File: config.mk
export PLATFORM = sky130hd
export DESIGN_NAME = csi2_lane_packet_sequencer_flat
export DESIGN_NICKNAME = d
export VERILOG_FILES = /design/src/rtl/csi2_lane_packet_sequencer_pkg.sv /design/src/rtl/csi2_lane_packet_sequencer_if.sv /design/src/rtl/csi2_lane_packet_sequencer.sv /design/src/flat_wrapper.sv
export SDC_FILE = /design/constraint.sdc
export NUM_CORES = 1
export LEC_CHECK = 0
export CORE_MARGIN = 4
export CORE_UTILIZATION = 40
export CTS_BUF_LIST = sky130_fd_sc_hd__clkbuf_16
export DETAILED_ROUTE_END_ITERATION = 12
export PLACE_DENSITY = 0.64
export SYNTH_ARGS = -nofsm -noshare
export SYNTH_HDL_FRONTEND = slang
export SYNTH_SLANG_ARGS = --single-unit
File: constraint.sdc
create_clock -name clock_p -period 4.2 [get_ports clock_p]
set_input_delay 0.84 -clock clock_p [delete_from_list [all_inputs] [get_ports clock_p]]
set_output_delay 0.84 -clock clock_p [all_outputs]
set_load 0.02 [all_outputs]
File: src/rtl/csi2_lane_packet_sequencer_pkg.sv
// csi2_pkg: shared states, packet constants and output bundle for the CSI-2 lane packet sequencer
package csi2_pkg;
  typedef enum logic [2:0] {IDLE, HEADER, PAYLOAD, FOOTER, END} state_t;
  localparam logic [5:0] SHORT_PACKET_MAX_DT = 6'h0F;
  localparam int HEADER_BYTES = 4;
  localparam int FOOTER_BYTES = 2;
  localparam logic [5:0] FRAME_START = 6'h00;
  localparam logic [5:0] FRAME_END = 6'h01;
  localparam logic [5:0] RAW8 = 6'h2A;
  typedef struct packed {
    logic phy_reset;
    logic packet_start;
    logic [1:0] virtual_channel;
    logic [5:0] data_type;
    logic [15:0] word_count;
    logic [7:0] header_ecc;
    logic [7:0] payload_data;
    logic payload_valid;
    logic [15:0] crc_received;
    logic packet_end;
    logic timeout_error;
    logic wc_error;
  } seq_out_t;
  localparam seq_out_t OUT_RESET = '{phy_reset: 1'b1, default: '0};
  function automatic logic is_short(input logic [5:0] dt);
    return dt <= SHORT_PACKET_MAX_DT;
  endfunction
endpackage

File: src/rtl/csi2_lane_packet_sequencer_if.sv
// csi2_lane_packet_sequencer_if: byte stream in, parsed packet fields and control pulses out
interface csi2_lane_packet_sequencer_if;
  logic [7:0] rx_data;
  logic rx_enable;
  logic phy_reset;
  logic packet_start;
  logic [1:0] virtual_channel;
  logic [5:0] data_type;
  logic [15:0] word_count;
  logic [7:0] header_ecc;
  logic [7:0] payload_data;
  logic payload_valid;
  logic [15:0] crc_received;
  logic packet_end;
  logic timeout_error;
  logic wc_error;
  modport master(output rx_data, rx_enable, input phy_reset, packet_start, virtual_channel, data_type,
                 word_count, header_ecc, payload_data, payload_valid, crc_received, packet_end,
                 timeout_error, wc_error);
  modport slave(input rx_data, rx_enable, output phy_reset, packet_start, virtual_channel, data_type,
                word_count, header_ecc, payload_data, payload_valid, crc_received, packet_end,
                timeout_error, wc_error);
endinterface

File: src/rtl/csi2_lane_packet_sequencer.sv
// csi2_lane_packet_sequencer: parses single-lane CSI-2 packets and resets the HS receiver between them
module csi2_lane_packet_sequencer
  import csi2_pkg::*;
#(
  parameter logic [15:0] MAX_WORD_COUNT = 16'd4096,
  parameter int TIMEOUT_CYCLES = 32,
  parameter int RESET_CYCLES = 4
) (
  input logic clock_p,
  input logic reset,
  csi2_lane_packet_sequencer_if.slave bus
);
  localparam int GW = $clog2(TIMEOUT_CYCLES + 1);
  localparam int EW = $clog2(RESET_CYCLES + 1);
  state_t r_state, w_state;
  logic [1:0] r_idx, w_idx;
  logic [15:0] r_rem, w_rem;
  logic [GW-1:0] r_gap, w_gap;
  logic [EW-1:0] r_end_cnt, w_end_cnt;
  logic [7:0] r_di, w_di, r_wc_lo, w_wc_lo, r_wc_hi, w_wc_hi, r_crc_lo, w_crc_lo;
  seq_out_t r_out, w_out;
  logic [15:0] w_hdr_wc;
  logic w_active, w_short;
  always_comb begin
    w_state = r_state;
    w_idx = r_idx;
    w_rem = r_rem;
    w_gap = r_gap;
    w_end_cnt = r_end_cnt;
    w_di = r_di;
    w_wc_lo = r_wc_lo;
    w_wc_hi = r_wc_hi;
    w_crc_lo = r_crc_lo;
    w_out = r_out;
    w_out.packet_start = 1'b0;
    w_out.payload_valid = 1'b0;
    w_out.packet_end = 1'b0;
    w_out.timeout_error = 1'b0;
    w_out.wc_error = 1'b0;
    w_hdr_wc = {r_wc_hi, r_wc_lo};
    w_short = is_short(r_di[5:0]);
    w_active = r_state inside {HEADER, PAYLOAD, FOOTER};
    if (w_active) w_gap = bus.rx_enable ? '0 : (r_gap == GW'(TIMEOUT_CYCLES) ? r_gap : r_gap + 1'b1);
    case (r_state)
      IDLE: if (bus.rx_enable) begin
        w_di = bus.rx_data;
        w_idx = 2'd1;
        w_gap = '0;
        w_state = HEADER;
      end
      HEADER: if (bus.rx_enable) begin
        w_idx = r_idx + 2'd1;
        if (r_idx == 2'd1) w_wc_lo = bus.rx_data;
        else if (r_idx != 2'(HEADER_BYTES - 1)) w_wc_hi = bus.rx_data;
        else if (!w_short && w_hdr_wc > MAX_WORD_COUNT) begin
          w_out.wc_error = 1'b1;
          w_state = END;
        end else begin
          w_out.packet_start = 1'b1;
          w_out.virtual_channel = r_di[7:6];
          w_out.data_type = r_di[5:0];
          w_out.word_count = w_hdr_wc;
          w_out.header_ecc = bus.rx_data;
          w_out.packet_end = w_short;
          w_state = w_short ? END : (w_hdr_wc == '0 ? FOOTER : PAYLOAD);
          w_rem = w_hdr_wc;
          w_idx = '0;
        end
      end
      PAYLOAD: if (bus.rx_enable) begin
        w_out.payload_valid = 1'b1;
        w_out.payload_data = bus.rx_data;
        w_state = r_rem == 16'd1 ? FOOTER : PAYLOAD;
        w_rem = r_rem == 16'd1 ? r_rem : r_rem - 16'd1;
        w_idx = '0;
      end
      FOOTER: if (bus.rx_enable) begin
        if (r_idx == 2'(FOOTER_BYTES - 1)) begin
          w_out.crc_received = {bus.rx_data, r_crc_lo};
          w_out.packet_end = 1'b1;
          w_state = END;
        end else begin
          w_crc_lo = bus.rx_data;
          w_idx = r_idx + 2'd1;
        end
      end
      END: begin
        w_state = r_end_cnt == '0 ? IDLE : END;
        w_end_cnt = r_end_cnt == '0 ? r_end_cnt : r_end_cnt - 1'b1;
      end
      default: w_state = IDLE;
    endcase
    // an arriving byte always beats an expiring gap counter
    if (w_active && !bus.rx_enable && r_gap >= GW'(TIMEOUT_CYCLES - 1)) begin
      w_out.timeout_error = 1'b1;
      w_state = END;
    end
    if (w_state == END && r_state != END) w_end_cnt = EW'(RESET_CYCLES - 1);
    w_out.phy_reset = w_state == END;
  end
  always_ff @(posedge clock_p) begin
    if (reset) begin
      r_state <= END;
      r_end_cnt <= EW'(RESET_CYCLES - 1);
      r_idx <= '0;
      r_rem <= '0;
      r_gap <= '0;
      r_di <= '0;
      r_wc_lo <= '0;
      r_wc_hi <= '0;
      r_crc_lo <= '0;
      r_out <= OUT_RESET;
    end else begin
      r_state <= w_state;
      r_end_cnt <= w_end_cnt;
      r_idx <= w_idx;
      r_rem <= w_rem;
      r_gap <= w_gap;
      r_di <= w_di;
      r_wc_lo <= w_wc_lo;
      r_wc_hi <= w_wc_hi;
      r_crc_lo <= w_crc_lo;
      r_out <= w_out;
    end
  end
  assign bus.phy_reset = r_out.phy_reset;
  assign bus.packet_start = r_out.packet_start;
  assign bus.virtual_channel = r_out.virtual_channel;
  assign bus.data_type = r_out.data_type;
  assign bus.word_count = r_out.word_count;
  assign bus.header_ecc = r_out.header_ecc;
  assign bus.payload_data = r_out.payload_data;
  assign bus.payload_valid = r_out.payload_valid;
  assign bus.crc_received = r_out.crc_received;
  assign bus.packet_end = r_out.packet_end;
  assign bus.timeout_error = r_out.timeout_error;
  assign bus.wc_error = r_out.wc_error;
endmodule

File: src/flat_wrapper.sv
// flat-port wrapper written by rule: the top's interface ports become plain ports
module csi2_lane_packet_sequencer_flat import csi2_pkg::*;
#(
  parameter logic [15:0] MAX_WORD_COUNT = 16'd4096,
  parameter int TIMEOUT_CYCLES = 32,
  parameter int RESET_CYCLES = 4
)
  (clock_p, reset, bus_rx_data, bus_rx_enable, bus_phy_reset, bus_packet_start, bus_virtual_channel, bus_data_type, bus_word_count, bus_header_ecc, bus_payload_data, bus_payload_valid, bus_crc_received, bus_packet_end, bus_timeout_error, bus_wc_error);
  csi2_lane_packet_sequencer_if bus_i ();
  input logic clock_p;
  input logic reset;
  input wire logic [$bits(bus_i.rx_data)-1:0] bus_rx_data;
  input wire logic [$bits(bus_i.rx_enable)-1:0] bus_rx_enable;
  output wire logic [$bits(bus_i.phy_reset)-1:0] bus_phy_reset;
  output wire logic [$bits(bus_i.packet_start)-1:0] bus_packet_start;
  output wire logic [$bits(bus_i.virtual_channel)-1:0] bus_virtual_channel;
  output wire logic [$bits(bus_i.data_type)-1:0] bus_data_type;
  output wire logic [$bits(bus_i.word_count)-1:0] bus_word_count;
  output wire logic [$bits(bus_i.header_ecc)-1:0] bus_header_ecc;
  output wire logic [$bits(bus_i.payload_data)-1:0] bus_payload_data;
  output wire logic [$bits(bus_i.payload_valid)-1:0] bus_payload_valid;
  output wire logic [$bits(bus_i.crc_received)-1:0] bus_crc_received;
  output wire logic [$bits(bus_i.packet_end)-1:0] bus_packet_end;
  output wire logic [$bits(bus_i.timeout_error)-1:0] bus_timeout_error;
  output wire logic [$bits(bus_i.wc_error)-1:0] bus_wc_error;
  assign bus_i.rx_data = bus_rx_data;
  assign bus_i.rx_enable = bus_rx_enable;
  assign bus_phy_reset = bus_i.phy_reset;
  assign bus_packet_start = bus_i.packet_start;
  assign bus_virtual_channel = bus_i.virtual_channel;
  assign bus_data_type = bus_i.data_type;
  assign bus_word_count = bus_i.word_count;
  assign bus_header_ecc = bus_i.header_ecc;
  assign bus_payload_data = bus_i.payload_data;
  assign bus_payload_valid = bus_i.payload_valid;
  assign bus_crc_received = bus_i.crc_received;
  assign bus_packet_end = bus_i.packet_end;
  assign bus_timeout_error = bus_i.timeout_error;
  assign bus_wc_error = bus_i.wc_error;
  csi2_lane_packet_sequencer #(.MAX_WORD_COUNT(MAX_WORD_COUNT), .TIMEOUT_CYCLES(TIMEOUT_CYCLES), .RESET_CYCLES(RESET_CYCLES)) u_core (.clock_p(clock_p), .reset(reset), .bus(bus_i));
endmodule
Figure 1. Supply network.
The bar under the picture is 20 um long. Pins as bars on the die edge.
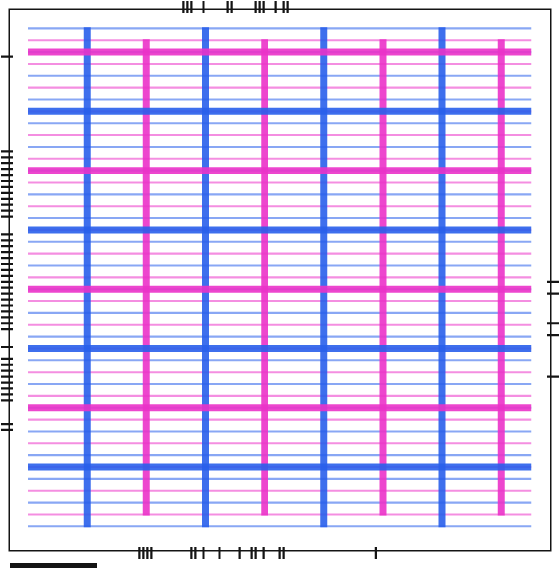
| colour | net |
|---|---|
| magenta | VDD |
| blue | VSS |
met5 straps: 8
met1 rails: 43
met4 straps: 8
signal pins: 73
Core ar.: 13200 um2
Die Y: 124 um
die width: 124 um

Figure 2. Cells coloured by class.
The bar under the picture is 20 um long.
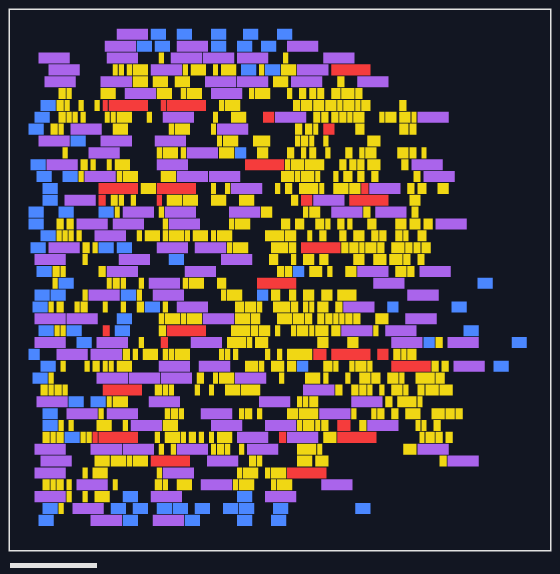
| colour | class | cells | share of their area |
|---|---|---|---|
| purple | flops | 124 | 38% |
| red | clock drivers and dummy loads | 32 | 7.9% |
| yellow | combinational and other logic | 462 | 42% |
| blue | other buffers and delay cells | 78 | 12% |

Figure 3. Routed clock nets over the placement.
The bar under the picture is 20 um long.
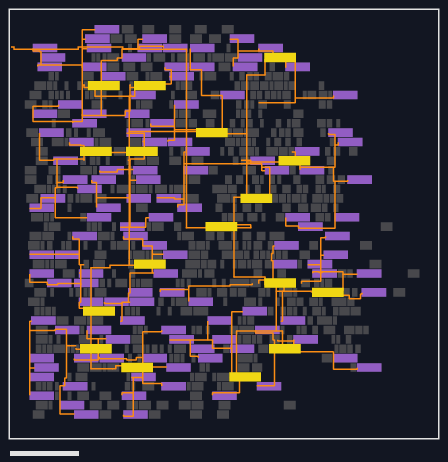
[orange] clock wires | length: 1600 um
[yellow] clock drivers | count: 17
[purple] flip-flops | count: 124
routed clock nets: 18

Figure 4. Wiring by layer.
Two of the layers only.
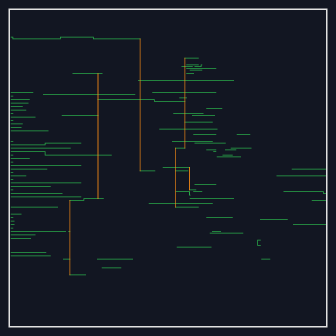
| colour | layer | wire length |
|---|---|---|
| orange | metal 4 | 197 um |
| green | metal 3 | 1050 um |
WL final: 14.3 mm
Vias: 4718
WL/cell: 16.4 um
Tot GR Track Use: 0.192

==> out/qor.txt <==
Remaining DRCs: 0
Chip area: 15400 um2
Global Route met2 Usage: 0.315
HP Start: u_core.r_crc_lo[7]$_SDFFE_PP0P_
Finished Cell Area: 6700 um2
CTS clk-pin slew, worst paths: 50 ps
Vias in the first global route: 4543
OpenROAD warnings: 31
Sequential Area: 2480 um2
Async SR Flop Fraction: 0
Ant. Diodes: 0
Top cell type by total area after synthesis: dfxtp_1
Switching pwr: 0.640 mW
Most used flip-flop cell: dfxtp_1
Seq group: 1.21 mW
CP Class: reg -> reg
CTS Hold Buffers Added: 0
Num Clock Sinks: 124
Most used routing layer: met2
Total power per unit cell area: 392 nW/um2
Cells traversed along the worst timing path: nor3b_2, nand4_1, o21ai_2, o311ai_1, o31ai_1
Cell Area, Synth: 5370 um2
Post-CTS Resized: 0
Area fraction in mux cells: 0.108
Setup TNS: 0 ps
Wire length on met3: 1.05 mm
Top logic cell by instance count in the layout: dfxtp_1
DR pass1 iterations: 5
Minimum clock period after layout: 2630 ps
Simple-Gate Area Share: 0.208
Vias per cell: 5.41
Clk power: 1.26 mW
Pwr top: clock
Worst R2R End: u_core.r_rem[11]$_SDFFE_PP0P_
Status: finished, final reports clean
Hold depth: 2
Cell area leaders: dfxtp_1, mux2i_1, a21oi_1, nand2_1, nor2_1
DP HPWL: 9.63 mm
Syn Nets: 644
YS chip area: 5370 um2
Logic family by area: simple AND/OR/NAND/NOR gates
Yosys top cell area share: 0.462
Placed inst area: 6190 um2
Unrepaired setup endpoints after global routing: false
Antenna violations before repair: 0
Dominant logic cell types in the final layout: dfxtp_1, nand2_1, nor2_1
Max cap viols: 0
CP endpoint: u_core.r_rem[11]$_SDFFE_PP0P_
Post-synth top cells: dfxtp_1, nand2_1, nor2_1
Hold Path Class: reg -> reg
Max Used Layer: met4
FA/HA/MAJ Cells, Area Fraction: 0.0210
Max-slew violations: 0
Root Driver: clkbuf_16
Flop pwr share: 0.462
Static Leak: 2.30 nW
Number of enable flip-flop cells: 0
WL met2: 6.82 mm
Max incr delay on CP: 660 ps
First-pass GRT wire length: 22.9 mm
Synth-to-layout area growth: 24.7%
CTS Buf Count: 17
Synth flops: 124
Top-count cell post-synth: dfxtp_1
Clock Latency Late Sink: 420 ps
Grt met1 use: 0.236
Clock Path Buffers: 2
Clock skew: 5.36 ps
Delay-heaviest family, CP: AND-OR/OR-AND gates
Metal-1 WL: 6.24 mm
Worst Reg2Reg Path Length in Cells: 5
Synth cell types: 54
Startpoint types: register
Combinational Area: 2670 um2
Net Sw Frac: 0.243
Final-stage net count: 703
Slew headroom: 0.373
Rows: 42
Logic pwr share: 0.057
Syn. warnings: 0
DRT iter0 DRCs: 286
Least-Margin Pin Slew: 933 ps
Worst Setup End Kind: register
Cell count along the critical path: 5
Maximum clock frequency: 380 MHz
-- metrics by stage --
stage | cells | util | hold WS (ps) | setup WS, ps | total power [mW]
finish | 872 | 0.508 | 452 | 1570 | 2.63
global route | 872 | 0.508 | 472 | 1430 | 2.73
CTS | 872 | 0.508 | 453 | 1620 | 2.65
detailed placement | 840 | 0.469 | 449 | 1220 | 1.39
global placement | 840 | 0.469 | 439 | 1260 | 1.38
floorplan | 624 | - | 431 | 2020 | 1.34
-- cell type report --
class	count	share of cell area
Inverter	14	0.00784
Tap cell	176	0.0329
Timing Repair Buffer	78	0.114
Multi-Input combinational cell	448	0.398
Clock buffer	17	0.0635
Clock inverter	15	0.0131
Sequential cell	124	0.370
No activity file was given, so power comes from the tool's default toggle rates.
